--- src/rtl/apb_pkg.sv ---
// Shared definitions for the APB master bridge: FSM state encoding, default widths
// and the address bit that picks between the two slaves.
package apb_pkg;

   typedef enum logic [1:0] {
      IDLE   = 2'd0,
      SETUP  = 2'd1,
      ACCESS = 2'd2
   } apb_state_t;

   localparam int DEF_ADDR_W         = 7;
   localparam int DEF_DATA_W         = 8;
   localparam int DEF_TIMEOUT_CYCLES = 16;
   localparam int DEF_SEL_BIT        = DEF_ADDR_W - 1;

   // The address MSB selects slave 2; the remaining bits address the slave's word.
   function automatic int sel_bit(input int addr_w);
      return addr_w - 1;
   endfunction

endpackage

--- src/rtl/apb_timeout_cnt.sv ---
// Counts consecutive ACCESS wait cycles; expired rises combinationally on the
// TIMEOUT_CYCLES-th enabled cycle so the FSM can leave ACCESS on that edge.
module apb_timeout_cnt #(
   parameter int TIMEOUT_CYCLES = 16
) (
   input  logic PCLK,
   input  logic PRESET,
   input  logic clear,
   input  logic enable,
   output logic expired
);

   localparam int CW = $clog2(TIMEOUT_CYCLES + 1);

   logic [CW-1:0] cnt;

   assign expired = enable && (cnt == CW'(TIMEOUT_CYCLES - 1));

   always_ff @(posedge PCLK or negedge PRESET) begin
      if (!PRESET) begin
         cnt <= '0;
      end else if (clear) begin
         cnt <= '0;
      end else if (enable && !expired) begin
         cnt <= cnt + 1'b1;
      end
   end

endmodule

--- src/rtl/apb_master_bridge.sv ---
// APB requester for two slaves: valid/ready request in, one rsp_valid pulse per transfer.
// Optional ACCESS timeout is built in when APB_TIMEOUT_EN is defined.
module apb_master_bridge
   import apb_pkg::*;
#(
   parameter int ADDR_W         = DEF_ADDR_W,
   parameter int DATA_W         = DEF_DATA_W,
   parameter int TIMEOUT_CYCLES = DEF_TIMEOUT_CYCLES
) (
   input  logic              PCLK,
   input  logic              PRESET,
   input  logic              req_valid,
   output logic              req_ready,
   input  logic              req_write,
   input  logic [ADDR_W-1:0] req_addr,
   input  logic [DATA_W-1:0] req_wdata,
   output logic              rsp_valid,
   output logic [DATA_W-1:0] rsp_rdata,
   output logic              rsp_err,
   output logic              PSELECT1,
   output logic              PSELECT2,
   output logic              PENABLE,
   output logic              PWRITE,
   output logic [ADDR_W-1:0] PADDR,
   output logic [DATA_W-1:0] PWDATA,
   input  logic [DATA_W-1:0] PRDATA1,
   input  logic [DATA_W-1:0] PRDATA2,
   input  logic              PREADY1,
   input  logic              PREADY2,
   input  logic              PSLVERR1,
   input  logic              PSLVERR2
);

   localparam int SEL_IDX = sel_bit(ADDR_W);

   apb_state_t        state;
   logic              sel_ready;
   logic              sel_err;
   logic [DATA_W-1:0] sel_rdata;
   logic              timeout;

   // PSELECT2 is a registered copy of the decoded address bit, so it steers the mux.
   assign sel_ready = PSELECT2 ? PREADY2  : PREADY1;
   assign sel_err   = PSELECT2 ? PSLVERR2 : PSLVERR1;
   assign sel_rdata = PSELECT2 ? PRDATA2  : PRDATA1;

`ifdef APB_TIMEOUT_EN
   apb_timeout_cnt #(
      .TIMEOUT_CYCLES(TIMEOUT_CYCLES)
   ) u_timeout_cnt (
      .PCLK    (PCLK),
      .PRESET  (PRESET),
      .clear   (state == SETUP),
      .enable  ((state == ACCESS) && !sel_ready),
      .expired (timeout)
   );
`else
   assign timeout = 1'b0;
`endif

   always_ff @(posedge PCLK or negedge PRESET) begin
      if (!PRESET) begin
         state     <= IDLE;
         req_ready <= 1'b1;
         rsp_valid <= 1'b0;
         rsp_rdata <= '0;
         rsp_err   <= 1'b0;
         PSELECT1  <= 1'b0;
         PSELECT2  <= 1'b0;
         PENABLE   <= 1'b0;
         PWRITE    <= 1'b0;
         PADDR     <= '0;
         PWDATA    <= '0;
      end else begin
         rsp_valid <= 1'b0;
         case (state)
            IDLE: begin
               if (req_valid && req_ready) begin
                  state     <= SETUP;
                  req_ready <= 1'b0;
                  PWRITE    <= req_write;
                  PADDR     <= req_addr;
                  PWDATA    <= req_wdata;
                  PSELECT1  <= !req_addr[SEL_IDX];
                  PSELECT2  <= req_addr[SEL_IDX];
               end
            end
            SETUP: begin
               state   <= ACCESS;
               PENABLE <= 1'b1;
            end
            ACCESS: begin
               // Wait states hold every APB output; only completion or timeout moves on.
               if (sel_ready || timeout) begin
                  state     <= IDLE;
                  PSELECT1  <= 1'b0;
                  PSELECT2  <= 1'b0;
                  PENABLE   <= 1'b0;
                  req_ready <= 1'b1;
                  rsp_valid <= 1'b1;
                  rsp_err   <= sel_ready ? sel_err : 1'b1;
                  if (sel_ready && !PWRITE) begin
                     rsp_rdata <= sel_rdata;
                  end
               end
            end
            default: begin
               state     <= IDLE;
               req_ready <= 1'b1;
               PSELECT1  <= 1'b0;
               PSELECT2  <= 1'b0;
               PENABLE   <= 1'b0;
            end
         endcase
      end
   end

endmodule

--- config.mk ---
export PLATFORM = sky130hd
export DESIGN_NAME = apb_master_bridge
export DESIGN_NICKNAME = d
export VERILOG_FILES = /design/src/rtl/apb_pkg.sv /design/src/rtl/apb_timeout_cnt.sv /design/src/rtl/apb_master_bridge.sv
export SDC_FILE = /design/constraint.sdc
export NUM_CORES = 1
export LEC_CHECK = 0
export CELL_PAD_IN_SITES_DETAIL_PLACEMENT = 1
export CELL_PAD_IN_SITES_GLOBAL_PLACEMENT = 1
export CORE_MARGIN = 2
export CORE_UTILIZATION = 28
export DETAILED_ROUTE_END_ITERATION = 16
export HOLD_SLACK_MARGIN = 0.12
export PLACE_DENSITY = 0.84
export SLEW_MARGIN = 30
export SYNTH_ARGS = -nofsm -noshare
export SYNTH_HDL_FRONTEND = slang
export SYNTH_SLANG_ARGS = --single-unit
export TNS_END_PERCENT = 5
--- constraint.sdc ---
create_clock -name PCLK -period 1.64 [get_ports PCLK]
set_clock_uncertainty 0.2 [all_clocks]
set_input_delay 0.164 -clock PCLK [delete_from_list [all_inputs] [get_ports PCLK]]
set_output_delay 0.164 -clock PCLK [all_outputs]
set_load 0.01 [all_outputs]
### Clock wiring as the flow saved it

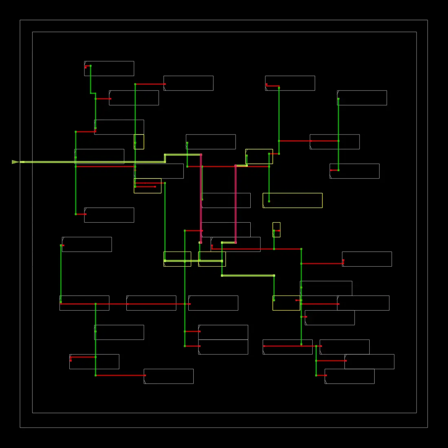
Clock Power: 741 µW
total number of clock tree sinks: 32
Seq cells: 32
final-layout clock buffer total: 6

==> reports/results.env <==
YOSYS_CELLS=100
PLACED_CELL_AREA_UM2=2300
SYNTH_XOR_XNOR_AREA_SHARE_PCT=0
CRITICAL_PATH.SLOWEST_CELL='dfstp_2'
VIAS=1109
NETSWITCHINGPOWER_mW=1.08
MAX_FREQ_MHz=629
TIMING.CRITICAL_PATH.CELLS='nand3b_4 -> nor2_8 -> buf_12 -> mux2_1'
WORSTPATHARRIVAL_NS=1.55
PWR-SHARE-SEQ_PCT=36.0
WIRE_PER_INST_UM=13.6
DIE-HEIGHT_UM=75.7
FIRSTDRTPASSITERS=2
MULTI_INPUT_COMB_CELLS=61
SETUP.WORST_PATH.START='req_ready'
PLACE.GP.CONGESTION=0.711
TOTAL_CORE_AREA_UM2=5040
SLEW_VIOL_FINAL=0
SYNTH-AREA-YOSYS_UM2=1440
GRT_OVERFLOW=0
GRT_USAGE_PCT=13.0
CP_LAUNCH_TYPE='flop'
LAYOUT-DRIVE-GT1-SHARE_PCT=21.2
PLACE.PORT_BUFFERS=68
SYN-CELL-AREA_UM2=1440
MAIN_SYNTH_FF_TYPE='dfrtp_1'
CTS.PATH.MAX_BUFFERS=2
TOP_AREA_SHARE_PCT=54.0
TIMING.REG2REG.WORST_PATH_DEPTH=4
TIMING.CRITICAL_PATH.TO='PWDATA[2]'
YOSYS.AREA_SHARE.AOI_PCT=9.14
NUMBER_OF_BUFFERS_CREATED_BY_CTS=5
MET3_TRACK_DEMAND_OVER_RESOURCE_PCT=3.44
N_TAP_CELL=70
COMB-CELL-SHARE_PCT=24.4
CTSRESIZECOUNT=3
FP_NETS=139
CAP_VIOL_MAX_COUNT=0
YOSYSWARNINGCOUNT=0
HIGHEST-SIGNAL-LAYER='met4'
LAYOUT.NON_CLOCK_INVERTERS=2
REPORT.FINAL.HOLD_VIOL_COUNT=0
CTS_HOLD_REPAIR.BUFFERS=1
WIRE_LENGTH_AFTER_DETAILED_ROUTING_UM=3450
PEAK_SUPPLY_DROP_mV=0.517
TOTAL_POWER_mW=3.72
BOUNDARYPINS=69
PATH_BUFFERS=1
R2R_END='PWDATA[2]'
INSERTEDDIODECOUNT=0
CELL_INTERNAL_PWR_mW=2.63
YOSYS-TOP-CELLS-AREA='dfrtp_1 54%, mux2_4 10%, mux2i_1 7.0%, mux2_1 6.3%, a31oi_1 3.5%'
TIMING.FINAL.CRIT_PERIOD_NS=1.59
PATH_DEPTH=4
TOP_USAGE_LAYER='met2'
MET3WIRELENGTH_UM=176
MULTIINPUTGATEAREA_UM2=592
SYNTH_SEQ_SHARE_PCT=55.8
FIRST_GLOBAL_VIAS=1183
HOLD-WORST-SLACK_NS=0.281
CRITICAL-PATH-MAX-STAGE-DELAY_NS=0.58
LARGESTCLASSBYAREA='buffers'
SYNTH.AVG_CELL_AREA_UM2=14.4
INITIAL_CORE_UTIL_PCT=28.5
REG2REG_FROM='req_ready'
ENABLE_FLOP_CELLS=0
SYNTH-SIMPLE-AREA-SHARE_PCT=6.27
LAY_TOP_CELLS='65 x clkdlybuf4s50_1, 30 x dfrtp_1, 12 x mux2_4'
GATE_COUNT_POST_SYNTH=100
CTS-ROOT-BUF='clkbuf_8'
ENDPOINT_KIND='flop'
PRE_CTS_SLACK_NS=-0.108
WORSTMARGINPINSLEW_NS=0.365
CTS_POST_SETUP_BUFFERS_INSERTED=0
MIN_DELAY_WORST_ENDPOINT='PWDATA[5]'
MET1WIRELENGTH_UM=1420
PLACEDCELLCOUNT=245
FINALCRITPERIODSHARE_PCT=97.0
AREA_GROWTH_SYN_TO_LAYOUT_PCT=68.9
CLOCK.LATENCY.LATE_PIN_NS=0.28
FINAL_NET_COUNT=222
MAXSLEWHEADROOM_PCT=75.7
SYNTH.AREA.MUX_SHARE_PCT=25.2
SWSHARE_PCT=29.1
YOSYS-TOP-CELLS-COUNT='31 x dfrtp_1, 10 x mux2_4, 10 x mux2i_1, 9 x a21oi_1'
FLOORPLAN.ROWS=26
DRCVIOLATIONCOUNT=0
PWR-SHARE-CLK_PCT=19.9
WARNING_COUNT=26
CLK_PIN_SLEW_NS=0.07
WORST_HOLD_STAGES=2
HP-START='req_wdata[5]'
DOMINANT_POWER_GROUP='combinational cells'
RSZ0062_AT_GRT='no'
SETUP_VIOL_COUNT_FINAL=0
PLACE.DETAILED.HPWL_UM=2670
SETUP_SLACK_NS=0.0496
STDCELL_AREA_UM2=2430
SYNTHTOPLOGICFAMILY='multiplexers'
CRITICAL_PATH_TYPE='flop to flop'
SYNTH_CELL_TYPES=23
YS_SH_ADDER_PCT=0
TRITONCTS='built'
CRITICAL_PATH_PEAK_FANOUT=9
POWER_DENSITY_nW_PER_UM2=1530
GRT_PASS1_WL_UM=5490
GLOBALROUTEMET2UTIL_PCT=22.5
CTSHTREEMAXLEVEL=2
R2R_SETUP_SLACK_NS=0.05
MET2_WIRELENGTH_UM=1830
CELLLEAKAGEPOWER_nW=1.05
GRT_START_MAX_NET_PINS=33
CHIPWIDTH_UM=75.7
MIN-DELAY-PATH-CLASS='input port to flop'
LOGIC_PWR_SHARE_PCT=44.1
GR-USAGE-MET1_PCT=15.4
DRT_FIRST_ITER_VIOLATIONS=20
RELATIVE_AREA_OF_NON_CLOCK_BUFFER_CELLS_IN_THE_FINAL_DESIGN_PCT=34.2
COMB_CELL_POWER_mW=1.64
YOSYS.AREA.TOP_TYPE='dfrtp_1'
RUN_STATUS='finished, final reports clean'
DETAIL_ROUTE.VIAS_PER_CELL=4.37
DRT.ANTENNA.VIOLATING_NETS=0
CLK_SHARE_PCT=4.43
ANTENNA_FOUND_INITIAL=0
SETUP_TOTAL_NEGATIVE_SLACK_NS=0
SYNTH-SEQ-CELLS=32
PROPORTION_OF_REGISTER_BITS_WITH_ASYNCHRONOUS_SET_OR_RESET_AFTER_SYNTHESIS_PCT=100
NON_FILLER_INSTANCE_COUNT_AFTER_LAYOUT=254
### Register map, names as in the netlist

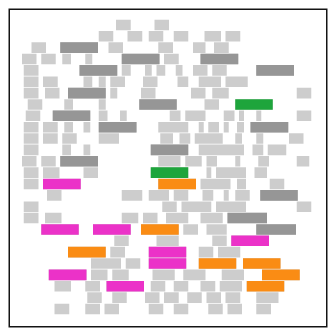
Key: PWDATA = magenta [sequential cells 8]; PADDR = orange [sequential cells 7]; state = green [sequential cells 2]
Another 15 sequential cells are not coloured.
power of the sequential group: 1.34 mW
FF/Latch Area: 803 µm²
sequential share of cell area: 33.1%
final standard cell utilization of the core: 48.2%

Power and IR drop assume default switching activity.
